## src/rtl/led8_pkg.sv

```systemverilog
// Shared types for the led8 blocks: sequencer states, pattern and brightness widths.
// Pure declarations and helpers, no state, no latency.
// Saturating brightness arithmetic used by the fade steps.
package led8_pkg;

   localparam int LED_W = 8;
   localparam int VAL_W = 8;

   typedef logic [LED_W-1:0] led_t;
   typedef logic [VAL_W-1:0] val_t;

   typedef enum logic [2:0] {
      IDLE     = 3'd0,
      FADE_IN  = 3'd1,
      HOLD     = 3'd2,
      FADE_OUT = 3'd3,
      NEXT     = 3'd4
   } state_e;

   // Brightness step upward, clipped at the configured peak (9-bit sum so 8-bit overflow cannot wrap).
   function automatic val_t sat_add(val_t a, val_t b, val_t lim);
      logic [VAL_W:0] sum;
      sum = {1'b0, a} + {1'b0, b};
      if (sum > {1'b0, lim}) return lim;
      return sum[VAL_W-1:0];
   endfunction

   // Brightness step downward, floored at zero.
   function automatic val_t floor_sub(val_t a, val_t b);
      if (a > b) return a - b;
      return '0;
   endfunction

endpackage

```

## src/rtl/led8_seq_if.sv

```systemverilog
// Control/status bundle between a host and the led8 sequencer.
// Wires only, no latency.
// No backpressure: writes and start/stop are single-cycle strobes.
interface led8_seq_if #(
   parameter int AW = 4
);
   import led8_pkg::*;

   logic          wr_en;
   logic [AW-1:0] wr_addr;
   led_t          wr_data;
   logic [AW-1:0] last;
   logic [15:0]   hold_t;
   val_t          fade_step;
   val_t          max_val;
   logic          loop;
   logic          start;
   logic          stop;
   logic          busy;
   logic          done;
   logic [AW-1:0] index;
   led_t          led;
   val_t          val;

   // Host side: drives table writes, configuration and strobes.
   modport master (
      output wr_en, wr_addr, wr_data, last, hold_t, fade_step, max_val, loop, start, stop,
      input  busy, done, index, led, val
   );

   // Sequencer side.
   modport slave (
      input  wr_en, wr_addr, wr_data, last, hold_t, fade_step, max_val, loop, start, stop,
      output busy, done, index, led, val
   );

endinterface

```

## src/rtl/led8_tick.sv

```systemverilog
// Prescaler: one-cycle tick every CLK_HZ/TICK_HZ enabled cycles.
// tick is combinational from the counter, asserted on the last count of each period.
// en low clears the count so the next period starts from a fresh phase.
module led8_tick #(
   parameter int CLK_HZ  = 48000000,
   parameter int TICK_HZ = 1000
) (
   input  logic clk,
   input  logic rst,
   input  logic en,
   output logic tick
);

   localparam int PRESCALE = CLK_HZ / TICK_HZ;
   localparam int CW       = $clog2(PRESCALE);
   localparam logic [CW-1:0] CNT_TOP = CW'(PRESCALE - 1);

   logic [CW-1:0] cnt_q;
   logic [CW-1:0] cnt_d;

   // Next count: hold at zero while disabled, wrap at the end of each period.
   always_comb begin
      cnt_d = cnt_q + 1'b1;
      if (!en || cnt_q == CNT_TOP) cnt_d = '0;
   end

   // Prescaler counter register.
   always_ff @(posedge clk) begin
      if (rst) cnt_q <= '0;
      else     cnt_q <= cnt_d;
   end

   assign tick = en && (cnt_q == CNT_TOP);

endmodule

```

## src/rtl/led8_seq.sv

```systemverilog
// Pattern sequencer/fader: plays table entries as fade-in, hold, fade-out for led8pwm.
// Outputs are registered; start/stop take effect on the next clock edge.
// No backpressure; table writes are accepted every cycle, stop overrides start.
module led8_seq #(
   parameter int CLK_HZ  = 48000000,
   parameter int TICK_HZ = 1000,
   parameter int DEPTH   = 16
) (
   input  logic        clk,
   input  logic        rst,
   led8_seq_if.slave   bus
);
   import led8_pkg::*;

   localparam int AW = (DEPTH > 1) ? $clog2(DEPTH) : 1;
   localparam logic [AW-1:0] LAST_MAX = AW'(DEPTH - 1);

   state_e        state_q;
   logic          busy_q;
   logic          done_q;
   logic [AW-1:0] index_q;
   led_t          led_q;
   val_t          val_q;
   logic [15:0]   hold_q;

   // Configuration captured at start so mid-run input changes do not disturb playback.
   logic [AW-1:0] last_q;
   logic [15:0]   hold_t_q;
   val_t          step_q;
   val_t          max_q;
   logic          loop_q;

   led_t          table_q [DEPTH];

   logic          tick;
   logic          tick_en;
   val_t          val_up_d;
   val_t          val_dn_d;
   logic [AW-1:0] index_d;
   logic [AW-1:0] last_d;
   logic [AW-1:0] rd_addr;
   led_t          rd_dat;

   // A start or stop restarts the tick phase; the counter also idles at zero.
   assign tick_en = busy_q && !bus.start && !bus.stop;

   led8_tick #(
      .CLK_HZ  (CLK_HZ),
      .TICK_HZ (TICK_HZ)
   ) u_tick (
      .clk  (clk),
      .rst  (rst),
      .en   (tick_en),
      .tick (tick)
   );

   // Next-step values: fade arithmetic, next entry index, clamped last, table read address.
   always_comb begin
      val_up_d = sat_add(val_q, step_q, max_q);
      val_dn_d = floor_sub(val_q, step_q);
      index_d  = (index_q < last_q) ? index_q + 1'b1 : '0;
      last_d   = (bus.last > LAST_MAX) ? LAST_MAX : bus.last;
      rd_addr  = bus.start ? '0 : index_d;
   end

   // Read sees the pre-write contents, so a same-cycle write and load returns old data.
   assign rd_dat = table_q[rd_addr];

   // Pattern table: single synchronous write port, cleared by reset.
   always_ff @(posedge clk) begin
      if (rst) begin
         for (int i = 0; i < DEPTH; i++) table_q[i] <= '0;
      end else if (bus.wr_en) begin
         table_q[bus.wr_addr] <= bus.wr_data;
      end
   end

   // Playback FSM with registered outputs; stop beats start, start beats normal stepping.
   always_ff @(posedge clk) begin
      if (rst) begin
         state_q  <= IDLE;
         busy_q   <= 1'b0;
         done_q   <= 1'b0;
         index_q  <= '0;
         led_q    <= '0;
         val_q    <= '0;
         hold_q   <= '0;
         last_q   <= '0;
         hold_t_q <= '0;
         step_q   <= '0;
         max_q    <= '0;
         loop_q   <= 1'b0;
      end else begin
         done_q <= 1'b0;
         if (bus.stop) begin
            state_q <= IDLE;
            busy_q  <= 1'b0;
            index_q <= '0;
            led_q   <= '0;
            val_q   <= '0;
            hold_q  <= '0;
         end else if (bus.start) begin
            state_q  <= FADE_IN;
            busy_q   <= 1'b1;
            index_q  <= '0;
            led_q    <= rd_dat;
            val_q    <= '0;
            hold_q   <= '0;
            last_q   <= last_d;
            hold_t_q <= bus.hold_t;
            step_q   <= bus.fade_step;
            max_q    <= bus.max_val;
            loop_q   <= bus.loop;
         end else begin
            case (state_q)
               IDLE: begin
                  busy_q <= 1'b0;
               end
               FADE_IN: begin
                  // A zero step or zero peak would never converge by ticks; jump straight up.
                  if (step_q == '0 || max_q == '0) begin
                     val_q   <= max_q;
                     state_q <= HOLD;
                  end else if (tick) begin
                     val_q <= val_up_d;
                     if (val_up_d == max_q) state_q <= HOLD;
                  end
               end
               HOLD: begin
                  if (hold_t_q == '0) begin
                     state_q <= FADE_OUT;
                  end else if (tick) begin
                     if (hold_q == hold_t_q - 16'd1) begin
                        hold_q  <= '0;
                        state_q <= FADE_OUT;
                     end else begin
                        hold_q <= hold_q + 16'd1;
                     end
                  end
               end
               FADE_OUT: begin
                  if (step_q == '0 || val_q == '0) begin
                     val_q   <= '0;
                     state_q <= NEXT;
                  end else if (tick) begin
                     val_q <= val_dn_d;
                     if (val_dn_d == '0) state_q <= NEXT;
                  end
               end
               NEXT: begin
                  if (index_q < last_q || loop_q) begin
                     index_q <= index_d;
                     led_q   <= rd_dat;
                     state_q <= FADE_IN;
                  end else begin
                     led_q   <= '0;
                     done_q  <= 1'b1;
                     busy_q  <= 1'b0;
                     state_q <= IDLE;
                  end
               end
               default: begin
                  state_q <= IDLE;
                  busy_q  <= 1'b0;
               end
            endcase
         end
      end
   end

   assign bus.busy  = busy_q;
   assign bus.done  = done_q;
   assign bus.index = index_q;
   assign bus.led   = led_q;
   assign bus.val   = val_q;

endmodule

```

## src/flat_wrapper.sv

```systemverilog
// flat-port wrapper written by rule: the top's interface ports become plain ports
module led8_seq_flat import led8_pkg::*;
#(
   parameter int CLK_HZ  = 48000000,
   parameter int TICK_HZ = 1000,
   parameter int DEPTH   = 16
)
  (clk, rst, bus_wr_en, bus_wr_addr, bus_wr_data, bus_last, bus_hold_t, bus_fade_step, bus_max_val, bus_loop, bus_start, bus_stop, bus_busy, bus_done, bus_index, bus_led, bus_val);
  led8_seq_if #(.AW((4))) bus_i ();
  input  logic clk;
  input  logic rst;
  input wire logic [$bits(bus_i.wr_en)-1:0] bus_wr_en;
  input wire logic [$bits(bus_i.wr_addr)-1:0] bus_wr_addr;
  input wire logic [$bits(bus_i.wr_data)-1:0] bus_wr_data;
  input wire logic [$bits(bus_i.last)-1:0] bus_last;
  input wire logic [$bits(bus_i.hold_t)-1:0] bus_hold_t;
  input wire logic [$bits(bus_i.fade_step)-1:0] bus_fade_step;
  input wire logic [$bits(bus_i.max_val)-1:0] bus_max_val;
  input wire logic [$bits(bus_i.loop)-1:0] bus_loop;
  input wire logic [$bits(bus_i.start)-1:0] bus_start;
  input wire logic [$bits(bus_i.stop)-1:0] bus_stop;
  output wire logic [$bits(bus_i.busy)-1:0] bus_busy;
  output wire logic [$bits(bus_i.done)-1:0] bus_done;
  output wire logic [$bits(bus_i.index)-1:0] bus_index;
  output wire logic [$bits(bus_i.led)-1:0] bus_led;
  output wire logic [$bits(bus_i.val)-1:0] bus_val;
  assign bus_i.wr_en = bus_wr_en;
  assign bus_i.wr_addr = bus_wr_addr;
  assign bus_i.wr_data = bus_wr_data;
  assign bus_i.last = bus_last;
  assign bus_i.hold_t = bus_hold_t;
  assign bus_i.fade_step = bus_fade_step;
  assign bus_i.max_val = bus_max_val;
  assign bus_i.loop = bus_loop;
  assign bus_i.start = bus_start;
  assign bus_i.stop = bus_stop;
  assign bus_busy = bus_i.busy;
  assign bus_done = bus_i.done;
  assign bus_index = bus_i.index;
  assign bus_led = bus_i.led;
  assign bus_val = bus_i.val;
  led8_seq #(.CLK_HZ(CLK_HZ), .TICK_HZ(TICK_HZ), .DEPTH(DEPTH)) u_core (.clk(clk), .rst(rst), .bus(bus_i));
endmodule
```

## config.mk

```make
export PLATFORM = sky130hd
export DESIGN_NAME = led8_seq_flat
export DESIGN_NICKNAME = d
export VERILOG_FILES = /design/src/rtl/led8_pkg.sv /design/src/rtl/led8_seq_if.sv /design/src/rtl/led8_tick.sv /design/src/rtl/led8_seq.sv /design/src/flat_wrapper.sv
export SDC_FILE = /design/constraint.sdc
export NUM_CORES = 1
export LEC_CHECK = 0
export ABC_AREA = 1
export ABC_CLOCK_PERIOD_IN_PS = 2800
export CAP_MARGIN = 5
export CORE_ASPECT_RATIO = 0.8
export CORE_MARGIN = 8
export CORE_UTILIZATION = 56
export CTS_BUF_LIST = sky130_fd_sc_hd__clkbuf_4 sky130_fd_sc_hd__clkbuf_8
export DETAILED_ROUTE_END_ITERATION = 8
export GPL_TIMING_DRIVEN = 0
export PLACE_DENSITY = 0.79
export SKIP_CTS_REPAIR_TIMING = 1
export SYNTH_ARGS = -nofsm -noshare
export SYNTH_HDL_FRONTEND = slang
export SYNTH_SLANG_ARGS = --single-unit
export TNS_END_PERCENT = 10
```

## constraint.sdc

```tcl
create_clock -name clk -period 2.8 [get_ports clk]
set_clock_uncertainty 0.05 [all_clocks]
set_input_delay 0.7 -clock clk [delete_from_list [all_inputs] [get_ports clk]]
set_output_delay 0.7 -clock clk [all_outputs]
set_load 0.005 [all_outputs]
```

run_1/met4.png
Scale: 2 px per um.
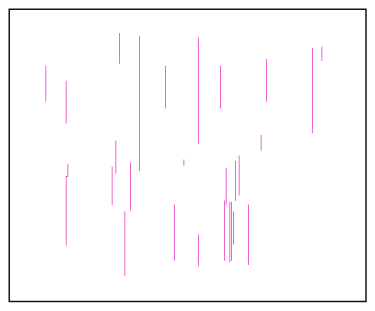
longest straight run = 67.3 um
wire length on this layer = 666 um
nets with wire on the layer = 18
main direction = vertical

run_1/final_clocks.png
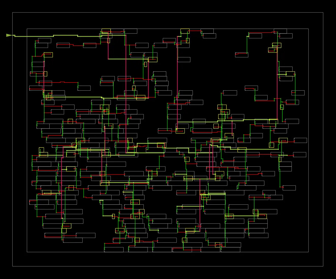
clk pwr: 2.87 mW
Late-Pin Clk Latency: 540 ps
flip-flops: 222
CTS Buf Count: 37
# clk buffers: 55

==> flow_summary.json, run 1 <==
{
  "p_leak_nw": 5.56,
  "grtUsageTotal_pct": 25.2,
  "fin_ws_ps": -539,
  "drc": 0,
  "worst_slew_pin_slew_ps": 851,
  "cp.arrival_ps": 3710,
  "post-place-ws_ps": -729,
  "wire_per_inst_um": 18.3,
  "syn-cell-area_um2": 11700,
  "final_cells": 1846,
  "synthCells": 1422,
  "yosysUniqueCellTypes": 53,
  "place_inst": 1765,
  "cts-root-buf": "clkbuf_8",
  "drv_slew": 0,
  "initial_core_util_pct": 56.9,
  "fmax_mhz": 300,
  "report.final.hold_viol_count": 0,
  "status": "finished with violations",
  "most-common-layout-cells": "nor2_1, nand2_1, edfxtp_1",
  "critPathCaptureType": "flip-flop",
  "crit_top_cell": "nand2_1",
  "drive_gt1_share_pct": 12.8,
  "drt_wl_total_um": 33800,
  "final_common_cell": "nor2_1",
  "grt_overflow": 0,
  "core_um2": 20600,
  "violations": "setup timing",
  "grt_max_degree": 11,
  "dieWidth_um": 178,
  "vdd_drop_max_mv": 0.512,
  "routabilityCongestion": 0.943,
  "crit_path_max_incr_delay_ps": 370,
  "setup_viol": 11,
  "r2r_setup_slack_ps": -540,
  "slew-limit-headroom_pct": 43.2,
  "cp.required_ps": 3170,
  "async_flop_share_pct": 0,
  "dp_hpwl_um": 24700,
  "ys_seq_share_pct": 48.9,
  "grt_pass1_wl_um": 52200
}
run_1/gate_families.png
Scale: 2 px per um.
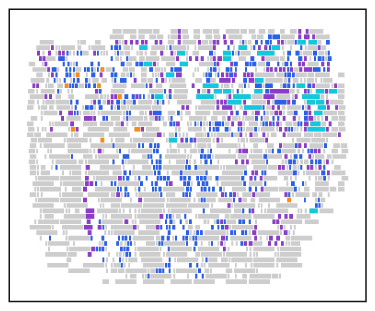
AND and OR gates -> orange  # cells 9
NAND gates -> blue  # cells 407
adder and majority cells -> cyan  # cells 34
inverting AOI/OAI gates -> purple  # cells 239, where spread over the die

==> run 1: per-layer routing <==
layer,GRT usage (%),vias up,wire length (um)
met1,37.7,5084,15000
met4,6.20,0,665
met2,36.5,578,14600
met5,0,-,0
li1,-,5077,-
met3,4.98,63,3480
==> run 1: stage by stage <==
stage,setup TNS (ps),cell area (um^2)
final,-4690,13900
after global routing,-6630,13900
after CTS,-7700,13600
after detailed placement,-66850,12800
after global placement,-56110,12800
after floorplan,-1140,11800
==> run 1: synth_stat cells (all sizes together), types with 7 or more instances <==
library cell | count | share of area, %
nor2 | 253 | 8.6
nand2 | 245 | 8.1
inv | 134 | 4.3
edfxtp | 128 | 33
nand3 | 123 | 5.5
a21oi | 96 | 4.1
o21ai | 96 | 4.1
dfxtp | 94 | 16
nand4 | 38 | 2.1
ha | 32 | 3.4
o22ai | 32 | 1.7
clkbuf | 31 | 1.0
xor2 | 24 | 1.8
nor3 | 22 | 1.3
buf | 16 | 0.89
xnor2 | 12 | 0.90
nor3b | 7 | 0.49
==> run 1: final cells by class <==
type | instances | area [um^2]
Fill cell | 1704 | 6640
Timing Repair Buffer | 88 | 867
Inverter | 137 | 526
Multi-Input combinational cell | 1016 | 5490
Clock inverter | 12 | 68.8
Clock buffer | 55 | 657
Sequential cell | 222 | 5740
Tap cell | 269 | 337
Buffer | 47 | 250
==> run 1: worst max-delay path, delay by kind of cell, from the launching register on <==
family          cells  cell delay, ps
simple gates       17            1450
fa+ha+maj           3             850
flops               1             360
buf+inv             2             200
compound gates      1             170
xor+xnor            1             150
==> run 1: power breakdown <==
part | total [mW] | switching, mW | internal (mW)
combinational | 1.32 | 0.838 | 0.485
clock | 2.87 | 1.35 | 1.52
sequential | 3.68 | 0.0804 | 3.60
total | 7.87 | 2.27 | 5.60
==> run 1: final timing paths <==
path,depth (start not counted),to,from
setup reg to reg,24,u_core.state_q[1],u_core.step_q[0]
setup / recovery,24,u_core.state_q[1],u_core.step_q[0]
hold / removal,1,u_core.u_tick.cnt_q[0],u_core.u_tick.cnt_q[0]
hold reg to reg,1,u_core.u_tick.cnt_q[0],u_core.u_tick.cnt_q[0]
==> run 1: sequential cells by signal, summed over array words and instances, names as in the netlist, 3 cells and up <==
| name | count |
|---|---|
| u_core.bus.val | 8 |
| u_core.bus.index | 4 |
| u_core.step_q | 8 |
| u_core.bus.led | 8 |
| u_core.hold_t_q | 16 |
| u_core.state_q | 3 |
| u_core.last_q | 4 |
| u_core.hold_q | 16 |
| u_core.table_q | 128 |
| u_core.u_tick.cnt_q | 16 |
| u_core.max_q | 8 |
==> run 1: kinds of logic (layout without fill, tap and decap cells) <==
logic type               after synthesis  after routing  share of synthesized area, %
XOR/XNOR                              36             36                          2.69
AND-OR/OR-AND                        243            243                          11.4
AND/OR/NAND/NOR                      703            703                          26.9
adder cells (fa/ha/maj)               34             34                          3.76
buffers and inverters                184            339                          6.32
flip-flops                           222            222                          48.9
## Run 2: what changed since run 1
- ABC_CLOCK_PERIOD_IN_PS: 2800 -> 2900
- PLACE_DENSITY: 0.79 -> 0.88
- clock period: 2.8 -> 2.9 ns (I/O delays scaled with it)
run_2/metal_stack.png
Scale: 1.5 px per um. Only two layers are drawn.
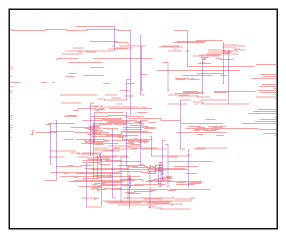
met3 -> red  # wire length 3,980 um
met4 -> purple  # wire length 902 um

run_2/gate_families.png
Scale: 2 px per um.
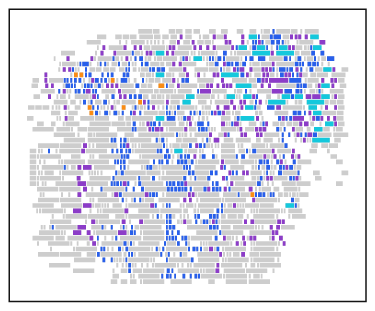
AND and OR gates -> orange  # cells 9
NAND gates -> blue  # cells 407
adder and majority cells -> cyan  # cells 34
inverting AOI/OAI gates -> purple  # cells 239

==> flow_summary.json, run 2 <==
{
  "drt_wl_total_um": 34300,
  "setup-tns-final_ps": -3970,
  "violations": "setup timing",
  "fin_ws_ps": -469,
  "grt_overflow": 0,
  "status": "finished with violations",
  "ys_seq_share_pct": 48.9,
  "fmax_mhz": 297,
  "post-synth-top-area-fraction_pct": 32.8,
  "grtUsageTotal_pct": 25.3,
  "vdd_drop_max_mv": 0.356,
  "synth.top_cells.by_count": "nor2_1, nand2_1, edfxtp_1, inv_1, nand3_1",
  "p_leak_nw": 5.54,
  "cp.arrival_ps": 3740,
  "slew-limit-headroom_pct": 46.6,
  "crit_buf_inv": 1,
  "drc": 0,
  "topCellsByArea": "edfxtp_1, dfxtp_1, nor2_1, nand2_1, nand3_1",
  "largest_register_ffs": 128,
  "dp_hpwl_um": 24900,
  "grt_max_degree": 11,
  "wire_per_inst_um": 18.6,
  "cts-root-buf": "clkbuf_8",
  "yosysUniqueCellTypes": 53,
  "async_flop_share_pct": 0,
  "final_area_um2": 13900,
  "most-common-layout-cells": "nor2_1, nand2_1, edfxtp_1",
  "regMostFlops": "u_core.table_q",
  "syn-cell-area_um2": 11700,
  "grt_pass1_wl_um": 52600,
  "crit_path_max_incr_delay_ps": 370,
  "cts_made_buffers": 36,
  "yosysMostFrequentCell": "nor2_1",
  "crit_top_cell": "nand2_1",
  "setup_viol": 11,
  "cp.required_ps": 3270,
  "critPathCaptureType": "flip-flop",
  "fillers": 1611,
  "placed_area_um2": 12800,
  "synth_area_per_cell_um2": 8.23,
  "cp_top_family": "simple AND/OR/NAND/NOR gates",
  "worst_slew_pin_slew_ps": 801,
  "clock_latency_ps": 550,
  "final_common_cell": "nor2_1",
  "drv_slew": 0,
  "initial_core_util_pct": 56.9
}
[run 2: cell counts after synthesis]
No cell type changed its count.
[run 2: cell families after synthesis]
kind of cell               count (synthesis)  synth area share [%]
AOI/OAI and AO/OA                        243                  11.4
xor gates and xnor gates                  36                  2.69
adders and majority gates                 34                  3.76
buffers and inverters                    184                  6.32
DFF                                      222                  48.9
and+or+nand+nor                          703                  26.9
[run 2: worst register-to-register path: stages, from the launching register on]
cell     delay [ps]
dfxtp_2         360
ha_4            170
fa_2            370
nand3_2         100
nand2_4          90
xor2_4          200
ha_4            290
nand2_4          60
nor2_4          100
nand2_1          60
nand3_1          70
nand2_1          50
nand2_1          60
nand2_1          70
nand2_2          70
nand2_4          90
buf_6           140
nand4_1          70
nand2_1          60
nor2_1          140
nand2_1         120
o21ai_4         190
nand3_2         110
nor2_1          110
nor2_1           50
[run 2: stage by stage]
step           worst slack, ps  hold WS, ps  instances
5_1_grt                   -590          438       1841
3_3_place_gp              -665          380       1765
2_1_floorplan             -104          367       1422
4_1_cts                   -725          404       1830
6_report                  -469          403       1841
3_5_place_dp              -695          395       1765
[run 2: routing by layer]
metal	wire (um)	global-route usage (%)	up-vias
met2	15400	38.4	669
met5	0	0	-
li1	-	-	5075
met3	3980	5.55	82
met1	14000	35.5	5097
met4	902	7.99	0
[run 2: area by class of cell]
class / count / area [um^2] / area share, %
clock buffers: 50 / 607 / 4.37
clock inverters: 15 / 82.6 / 0.594
plain buffers: 47 / 246 / 1.77
inverters: 137 / 527 / 3.79
flip-flops and latches: 222 / 5740 / 41.3
repair buffers: 85 / 845 / 6.08
multi-input cells: 1016 / 5510 / 39.7
well taps: 269 / 337 / 2.42
[run 2: where the power goes]
| part | internal [mW] | switching (mW) |
|---|---|---|
| logic | 0.472 | 0.825 |
| registers | 3.47 | 0.0788 |
| clock network | 1.37 | 1.30 |
| total | 5.32 | 2.20 |
[run 2: final timing paths]
kind              slack, ps  cells after the start                endpoint              startpoint
setup / recovery       -470                     24       u_core.state_q[1]       u_core.bus.val[0]
hold / removal          400                      1  u_core.u_tick.cnt_q[0]  u_core.u_tick.cnt_q[0]
setup reg to reg       -470                     24       u_core.state_q[1]       u_core.bus.val[0]
hold reg to reg         400                      1  u_core.u_tick.cnt_q[0]  u_core.u_tick.cnt_q[0]
Power is estimated from default activity; no workload was simulated.
